`config.mk`:
```
export PLATFORM = sky130hd
export DESIGN_NAME = imem_port_arbiter
export DESIGN_NICKNAME = d
export VERILOG_FILES = /design/src/rtl/imem_port_arbiter.sv
export SDC_FILE = /design/constraint.sdc
export NUM_CORES = 1
export LEC_CHECK = 0
export ABC_AREA = 1
export CORE_MARGIN = 10
export CORE_UTILIZATION = 45
export CTS_CLUSTER_DIAMETER = 120
export DETAILED_ROUTE_END_ITERATION = 12
export PLACE_DENSITY = 0.87
export REMOVE_ABC_BUFFERS = 1
export SLEW_MARGIN = 15
export SYNTH_ARGS = -nofsm -noshare
export SYNTH_HDL_FRONTEND = slang
export SYNTH_SLANG_ARGS = --single-unit
```
`constraint.sdc`:
```
create_clock -name clk -period 4 [get_ports clk]
set_input_delay 0.8 -clock clk [delete_from_list [all_inputs] [get_ports clk]]
set_output_delay 0.8 -clock clk [all_outputs]
set_load 0.03 [all_outputs]
```
`src/rtl/imem_port_arbiter.sv`:
```
// imem_port_arbiter
// Shares the single-port instruction memory between the CPU fetch path and
// the UART program loader. Run mode: fetch owns the port. Program mode: the
// CPU is stalled, loader bytes are packed little-endian into 32-bit words and
// written sequentially from word 0. Leaving program mode flushes any partial
// word and issues a one-cycle CPU restart pulse.
//
// Optional feature macro: IMEM_ARB_CHECKSUM_EN
//   defined   -> checksum accumulates the wrapping sum of written words
//   undefined -> checksum is tied to zero, no accumulator exists
module imem_port_arbiter #(
   parameter int unsigned ADDR_W = 14
) (
   input  logic              clk,
   input  logic              rst,
   input  logic              prog_mode,
   input  logic              fetch_req,
   input  logic [31:0]       fetch_addr,
   output logic [31:0]       fetch_data,
   output logic              fetch_valid,
   output logic              cpu_stall,
   output logic              cpu_restart,
   input  logic              load_valid,
   input  logic [7:0]        load_byte,
   output logic              load_ready,
   output logic [ADDR_W:0]   load_words,
   output logic [ADDR_W-1:0] mem_addr,
   output logic [31:0]       mem_wdata,
   output logic              mem_we,
   input  logic [31:0]       mem_rdata,
   output logic [31:0]       checksum
);

   localparam int unsigned CNT_W = ADDR_W + 1;
   localparam logic [ADDR_W:0] L_WORDS_MAX = {1'b1, {ADDR_W{1'b0}}};

   typedef enum logic [2:0] {
      S_RUN     = 3'd0,
      S_LOAD    = 3'd1,
      S_WRITE   = 3'd2,
      S_FLUSH   = 3'd3,
      S_RESTART = 3'd4
   } state_t;

   state_t              r_state;
   logic [1:0]          r_byte_idx;
   logic [31:0]         r_word;
   logic [ADDR_W-1:0]   r_ptr;
   logic [ADDR_W:0]     r_load_words;
   logic                r_fetch_valid;

   logic                w_accept;
   logic                w_flush_we;
   logic                w_we;
   logic                w_session_start;
   logic [ADDR_W:0]     w_words_next;
   logic                w_unused_fetch_bits;

   // Byte handshake, memory write strobes and saturating word count
   assign w_accept        = (r_state == S_LOAD) && load_valid;
   assign w_flush_we      = (r_state == S_FLUSH) && (r_byte_idx != 2'd0);
   assign w_we            = (r_state == S_WRITE) || w_flush_we;
   assign w_session_start = (r_state == S_RUN) && prog_mode;
   assign w_words_next    = (r_load_words == L_WORDS_MAX) ? r_load_words
                                                          : r_load_words + CNT_W'(1);
   assign w_unused_fetch_bits = ^{fetch_addr[31:ADDR_W+2], fetch_addr[1:0]};

   // Arbiter FSM with byte packing, word pointer and word counter
   always_ff @(posedge clk or posedge rst) begin
      if (rst) begin
         r_state       <= S_RUN;
         r_byte_idx    <= 2'd0;
         r_word        <= 32'd0;
         r_ptr         <= '0;
         r_load_words  <= '0;
         r_fetch_valid <= 1'b0;
      end else begin
         // A fetch issued as program mode begins is dropped
         r_fetch_valid <= (r_state == S_RUN) && fetch_req && !prog_mode;
         case (r_state)
            S_RUN: begin
               if (prog_mode) begin
                  r_state      <= S_LOAD;
                  r_byte_idx   <= 2'd0;
                  r_word       <= 32'd0;
                  r_ptr        <= '0;
                  r_load_words <= '0;
               end
            end
            S_LOAD: begin
               if (w_accept) begin
                  r_word[{r_byte_idx, 3'b000} +: 8] <= load_byte;
                  r_byte_idx <= r_byte_idx + 2'd1;
                  if (r_byte_idx == 2'd3) begin
                     r_state <= S_WRITE;
                  end else if (!prog_mode) begin
                     r_state <= S_FLUSH;
                  end
               end else if (!prog_mode) begin
                  r_state <= S_FLUSH;
               end
            end
            S_WRITE: begin
               r_ptr        <= r_ptr + ADDR_W'(1);
               r_load_words <= w_words_next;
               r_word       <= 32'd0;
               r_state      <= prog_mode ? S_LOAD : S_RESTART;
            end
            S_FLUSH: begin
               if (w_flush_we) begin
                  r_ptr        <= r_ptr + ADDR_W'(1);
                  r_load_words <= w_words_next;
                  r_byte_idx   <= 2'd0;
                  r_word       <= 32'd0;
               end
               r_state <= S_RESTART;
            end
            S_RESTART: begin
               r_state <= S_RUN;
            end
            default: begin
               r_state <= S_RUN;
            end
         endcase
      end
   end

`ifdef IMEM_ARB_CHECKSUM_EN
   logic [31:0] r_checksum;

   // Wrapping sum of written words, cleared at the start of each session
   always_ff @(posedge clk or posedge rst) begin
      if (rst) begin
         r_checksum <= 32'd0;
      end else if (w_session_start) begin
         r_checksum <= 32'd0;
      end else if (w_we) begin
         r_checksum <= r_checksum + r_word;
      end
   end

   assign checksum = r_checksum;
`else
   assign checksum = 32'd0;
`endif

   // Port decode: fetch owns the address in RUN, loader pointer otherwise
   assign mem_addr    = (r_state == S_RUN) ? fetch_addr[ADDR_W+1:2] : r_ptr;
   assign mem_wdata   = r_word;
   assign mem_we      = w_we;
   assign fetch_data  = mem_rdata;
   assign fetch_valid = r_fetch_valid;
   assign cpu_stall   = (r_state != S_RUN);
   assign cpu_restart = (r_state == S_RESTART);
   assign load_ready  = (r_state == S_LOAD);
   assign load_words  = r_load_words;

endmodule

```
**Run 1: power grid**

Scale bar: 20 microns. Pins as bars on the die edge.
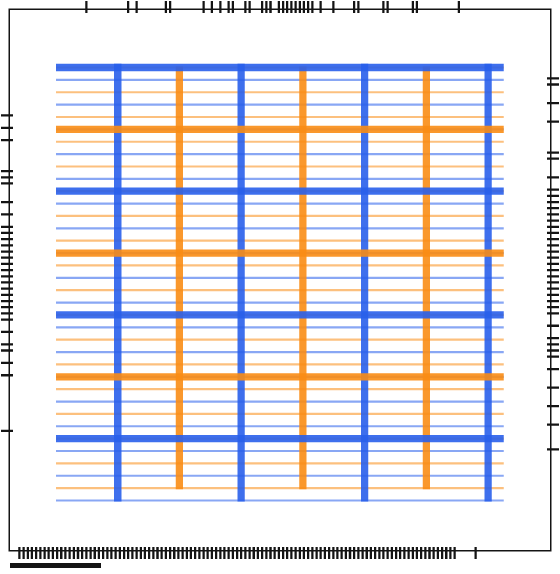
| net | colour |
|---|---|
| VSS | blue |
| VDD | orange |
met5 straps: 7
signal pins: 207
rows: 35
met1 rails: 36
core footprint: 9370 sq um
peak supply drop: 0.362 mV

**Run 1: cell classes on the final placement**

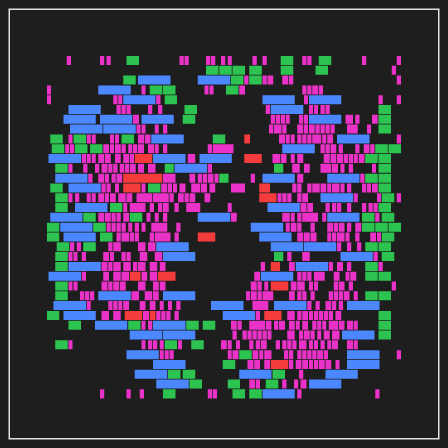
| class | colour | cells |
|---|---|---|
| combinational and other logic | magenta | 498 |
| clock drivers and dummy loads | red | 16 |
| sequential cells | blue | 67 |
| remaining buffers and delay cells | green | 96 |
utilization of the core after routing: 0.559
final instance area: 5240 sq um
register fraction of the total cell area: 0.320
Placement Rows: 35

**Run 1: clock network drawn from the DEF**

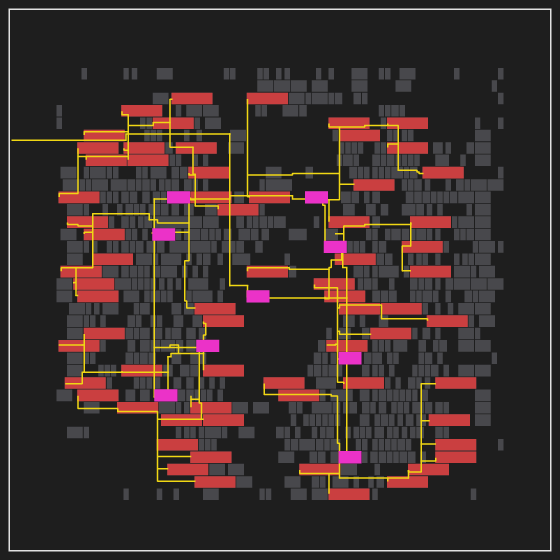
[flip-flops] red | count: 67
[clock wires] yellow | length: 976 microns
[clock drivers] magenta | count: 9
routed clock nets: 10

**Run 1: routed metal, one colour a layer**

Scale bar: 20 microns.
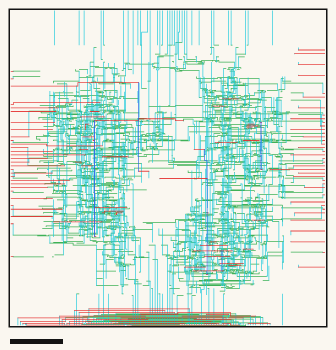
| layer | colour | wire length |
|---|---|---|
| metal 3 | red | 1470 microns |
| metal 1 | green | 5380 microns |
| metal 4 | blue | 150 microns |
| metal 2 | cyan | 5810 microns |
Total Wirelength: 12800 microns
Avg WL per Cell: 15.9 microns

==> results.sh, run 1 <==
# implementation run metrics
export IMPL_cts_repair_resized=0
export IMPL_largestPowerGroup="combinational logic"
export IMPL_clock_skew_ns=0.00961
export IMPL_gp_congestion=0.883
export IMPL_yosys_cells=617
export IMPL_numSequentialCells=67
export IMPL_timing_max_slew_rel_slack=0.316
export IMPL_timing_hold_violations_final=0
export IMPL_grt_antenna_before_repair=0
export IMPL_global_route_peak_usage_layer="met2"
export IMPL_post_synth_top_count_cell="nand2_1"
export IMPL_ys_sh_mux=0
export IMPL_critical_path_launch_point_type="register"
export IMPL_global_route_wire_length_before_repair_microns=20600
export IMPL_total_power_mw=2.87
export IMPL_yosysChipArea_sq_um=4390
export IMPL_holdCritPathClass="register to register"
export IMPL_grt_setup_unrepaired="false"
export IMPL_cp_buffers_inverters=4
export IMPL_tool_warnings=48
export IMPL_time_the_worst_path_needs_with_i_o_delays_and_setup_ns=3.26
export IMPL_timing_critical_path_fanout_max=8
export IMPL_synth_warnings=0
export IMPL_clkLatencyLatePin_ns=0.36
export IMPL_netlist_cell_type_count=30
export IMPL_post_synth_main_logic_family="simple AND/OR/NAND/NOR gates"
export IMPL_cell_internal_pwr_mw=1.46
export IMPL_chip_area_sq_um=14100
export IMPL_adder_share=0.0228
export IMPL_lay_top_cells="nand2_1, clkdlybuf4s50_1, nand3_1"
export IMPL_number_of_cells_on_the_worst_reg_to_reg_path=8
export IMPL_setup_fix_bufs_post_cts=0
export IMPL_fill_cells=867
export IMPL_compound_area_frac=0.0534
export IMPL_io_pin_count=207
export IMPL_p_leak_nw=2.48
export IMPL_power_density_nw_per_um2=549
export IMPL_async_flop_share=1.00
export IMPL_grtUsageMet2=0.271
export IMPL_combPwrFrac=0.511
export IMPL_met2_length_microns=5810
export IMPL_hold_end="mem_wdata[29]"
export IMPL_switching_power_mw=1.41
export IMPL_postSynthAreaPerCell_sq_um=7.11
export IMPL_clk_pin_slew_worst_paths_ns=0.08
export IMPL_biggestCellCategory="logic gates"
export IMPL_totalNegativeSetupSlack_ns=0
export IMPL_yosys_most_used_dff="dfrtp_1"
export IMPL_avgViaCountPerCell=5.14
export IMPL_fmax_mhz=307
export IMPL_min_delay_path_depth=2
export IMPL_startpoint="r_byte_idx[0]"
export IMPL_simple_gate_share=0.357
export IMPL_numCtsBuffers=9
export IMPL_placedInstanceArea_sq_um=5030
export IMPL_final_clkbuf_count=10
export IMPL_seqPwrFrac=0.284
export IMPL_worst_ep_arrival_ns=2.46
export IMPL_combAreaFraction=0.392
export IMPL_finalSetupViolations=0
export IMPL_power_clock_mw=0.588
export IMPL_routedLengthMet1_microns=5380
export IMPL_multi_input_combinational_cell_area_sq_um=2050
export IMPL_common_cells="nand2_1, nand3_1, dfrtp_1"
export IMPL_timing_critical_path_depth=6
export IMPL_synthToLayoutAreaGrowth_pct=19.4
export IMPL_reg2reg_setup_slack_ns=1.16
export IMPL_chipWidth_microns=119
export IMPL_layout_cells_sized_above_1=0.0517
export IMPL_via_count=4139
export IMPL_postRouteAntennaNets=0
export IMPL_critical_path_class="register to output pin"
export IMPL_portBuffers=92
export IMPL_root_buffer="clkbuf_8"
export IMPL_buffer_area_frac=0.182
export IMPL_synth_cell_area_sq_um=4390
export IMPL_timing_critical_path_to="mem_we"
export IMPL_netlist_instances=617
export IMPL_drc=0
export IMPL_setup_slack_ns=0.743
export IMPL_nets=757
export IMPL_mostFrequentLayoutCell="nand2_1"
export IMPL_antenna_diode_count=0
export IMPL_critical_path_max_stage_delay_ns=0.60
export IMPL_via_count_of_the_first_global_routing_pass=4163
export IMPL_layout_comb_gates_multi_input=447
export IMPL_initial_core_util=0.468
export IMPL_top_cell_area_share=0.382
export IMPL_critical_path_reg2reg_startpoint="r_byte_idx[0]"
export IMPL_synth_edff_count=0
export IMPL_slew_viol_final=0
export IMPL_tritoncts_num_sinks=67
export IMPL_seq_area_frac_synth=0.382
export IMPL_dieHeight_microns=119
export IMPL_global_route_usage_met3=0.0904
export IMPL_clk_path_buf_depth=2
export IMPL_h_tree_depth=3
export IMPL_reg2reg_to="load_words[14]"
export IMPL_cpMaxStageDelayCell="clkdlybuf4s50_1"
export IMPL_synthXorXnorAreaFrac=0.00799
export IMPL_topCellsByArea="dfrtp_1, nand2_1, buf_4, nand3_1, nor2_1"
export IMPL_detailedPlace_worstSlack_ns=0.901
export IMPL_min_from="mem_wdata[29]"
export IMPL_tritoncts_clock_tree="done"
export IMPL_clock_cell_area_share=0.0387
export IMPL_highest_signal_layer="met4"
export IMPL_worstPathCellList="inv_1, ha_1, inv_1, o21ai_1, inv_1, clkdlybuf4s50_1"
export IMPL_max_slew_worst_pin_slew_ns=1.03
export IMPL_timing_hold_ws_ns=0.474
export IMPL_grt_overflow=0
export IMPL_outcome="complete, no violations"
export IMPL_tap_cell_count=129
export IMPL_n_all_inverters=51
export IMPL_clock_network_fraction_of_design_power=0.205
export IMPL_fin_crit_sh=0.814
export IMPL_path_common_cell="inv_1"
export IMPL_drv_cap=0
export IMPL_drt_pass1_iterations=5
export IMPL_yosys_register_bits=67
export IMPL_powerComb_mw=1.47
export IMPL_register_area_sq_um=1680
export IMPL_grt_met1_usage=0.207
export IMPL_grt_start_max_net_pins=50
export IMPL_final_signal_buffer_count=96
export IMPL_met3_length_microns=1470
**Run 1: routing congestion map**

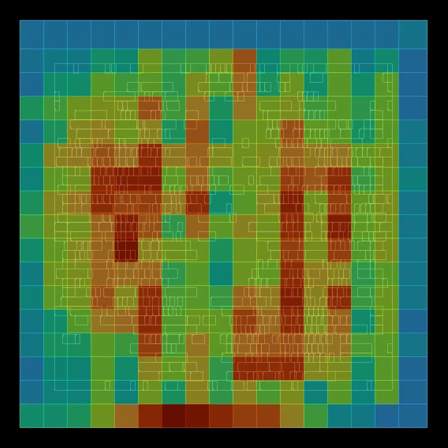

--- run 2 (diff from run 1) ---
Settings changed: CORE_UTILIZATION 45 to 42, PLACE_DENSITY 0.87 to 0.82.
Clock period 4 ns to 3 ns, I/O delays scaled along.
**Run 2: routing congestion map**

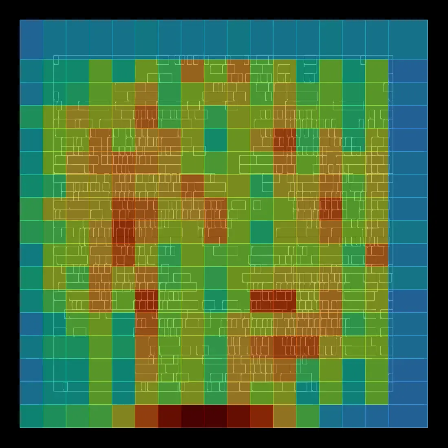
routing usage on met3: 0.0897
gr usage total: 0.163
most utilized layer in the global route result: met2
met2 track demand over resource in global routing: 0.251

**Run 2: routed metal, one colour a layer**

Scale bar: 20 microns.
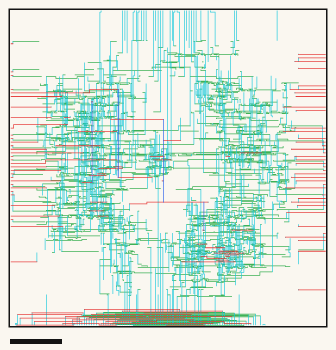
| layer | colour | wire length |
|---|---|---|
| metal 4 | blue | 108 microns |
| metal 3 | red | 1500 microns |
| metal 2 | cyan | 5420 microns |
| metal 1 | green | 5390 microns |

==> run 2 against run 1 <==
Register-to-register slack lost 0.50 ns. Via count fell by 3.2%. Final cell count rose by 1.1%. Sequential share of layout area fell by 0.43 points. Sequential cell count unchanged. Power is 38% higher. Routed wire length down 3.1%. Largest cell class unchanged.
==> results.sh, run 2 <==
# implementation run metrics
export IMPL_outcome="complete, no violations"
export IMPL_met2_length_microns=5420
export IMPL_yosys_register_bits=67
export IMPL_clk_pin_slew_worst_paths_ns=0.08
export IMPL_layout_cells_sized_above_1=0.0560
export IMPL_vdd_ir_drop_worst_mv=0.429
export IMPL_chip_area_sq_um=14900
export IMPL_yosys_most_used_dff="dfrtp_1"
export IMPL_cp_buffers_inverters=3
export IMPL_layout_cell_area_non_filler_sq_um=5310
export IMPL_power_clock_mw=0.919
export IMPL_tritoncts_num_sinks=67
export IMPL_seqPwrFrac=0.274
export IMPL_tritoncts_clock_tree="done"
export IMPL_detailedPlace_worstSlack_ns=0.501
export IMPL_rows=37
export IMPL_register_area_sq_um=1680
export IMPL_fill_cells=994
export IMPL_yosys_cells=617
export IMPL_timing_critical_path_fanout_max=28
export IMPL_post_synth_top_count_cell="nand2_1"
export IMPL_tool_warnings=48
export IMPL_io_pin_count=207
export IMPL_worstPathCellList="nor3_4, buf_4, inv_2, nand2_1, nand2_1, clkdlybuf4s50_1"
export IMPL_combAreaFraction=0.387
export IMPL_grt_start_max_net_pins=38
export IMPL_post_synth_main_logic_family="simple AND/OR/NAND/NOR gates"
export IMPL_startpoint="r_state[0]"
export IMPL_chipWidth_microns=122
export IMPL_simple_gate_share=0.357
export IMPL_placedInstanceArea_sq_um=5070
export IMPL_common_cells="nand2_1, nand3_1, dfrtp_1"
export IMPL_via_count_of_the_first_global_routing_pass=3892
export IMPL_initial_core_util=0.429
export IMPL_fin_crit_sh=0.918
export IMPL_route_final_wire_length_microns=12400
export IMPL_final_clkbuf_count=9
export IMPL_timing_hold_violations_final=0
export IMPL_drt_pass1_iterations=5
export IMPL_clock_network_fraction_of_design_power=0.232
export IMPL_number_of_cells_on_the_worst_reg_to_reg_path=9
export IMPL_synth_cell_area_sq_um=4390
export IMPL_clock_cell_area_share=0.0453
export IMPL_final_signal_buffer_count=98
export IMPL_setup_fix_bufs_post_cts=0
export IMPL_mostFrequentLayoutCell="nand2_1"
export IMPL_global_route_wire_length_before_repair_microns=19500
export IMPL_timing_max_slew_rel_slack=0.552
export IMPL_drc=0
export IMPL_numCtsBuffers=9
export IMPL_synthXorXnorAreaFrac=0.00799
export IMPL_combPwrFrac=0.494
export IMPL_yosysChipArea_sq_um=4390
export IMPL_time_the_worst_path_needs_with_i_o_delays_and_setup_ns=2.75
export IMPL_totalNegativeSetupSlack_ns=0
export IMPL_cell_internal_pwr_mw=2.12
export IMPL_layout_comb_gates_multi_input=447
export IMPL_critical_path_max_stage_delay_ns=0.59
export IMPL_biggestCellCategory="logic gates"
export IMPL_antenna_diode_count=0
export IMPL_n_all_inverters=51
Power figures rest on the tool's default switching activity, not on a simulated workload.
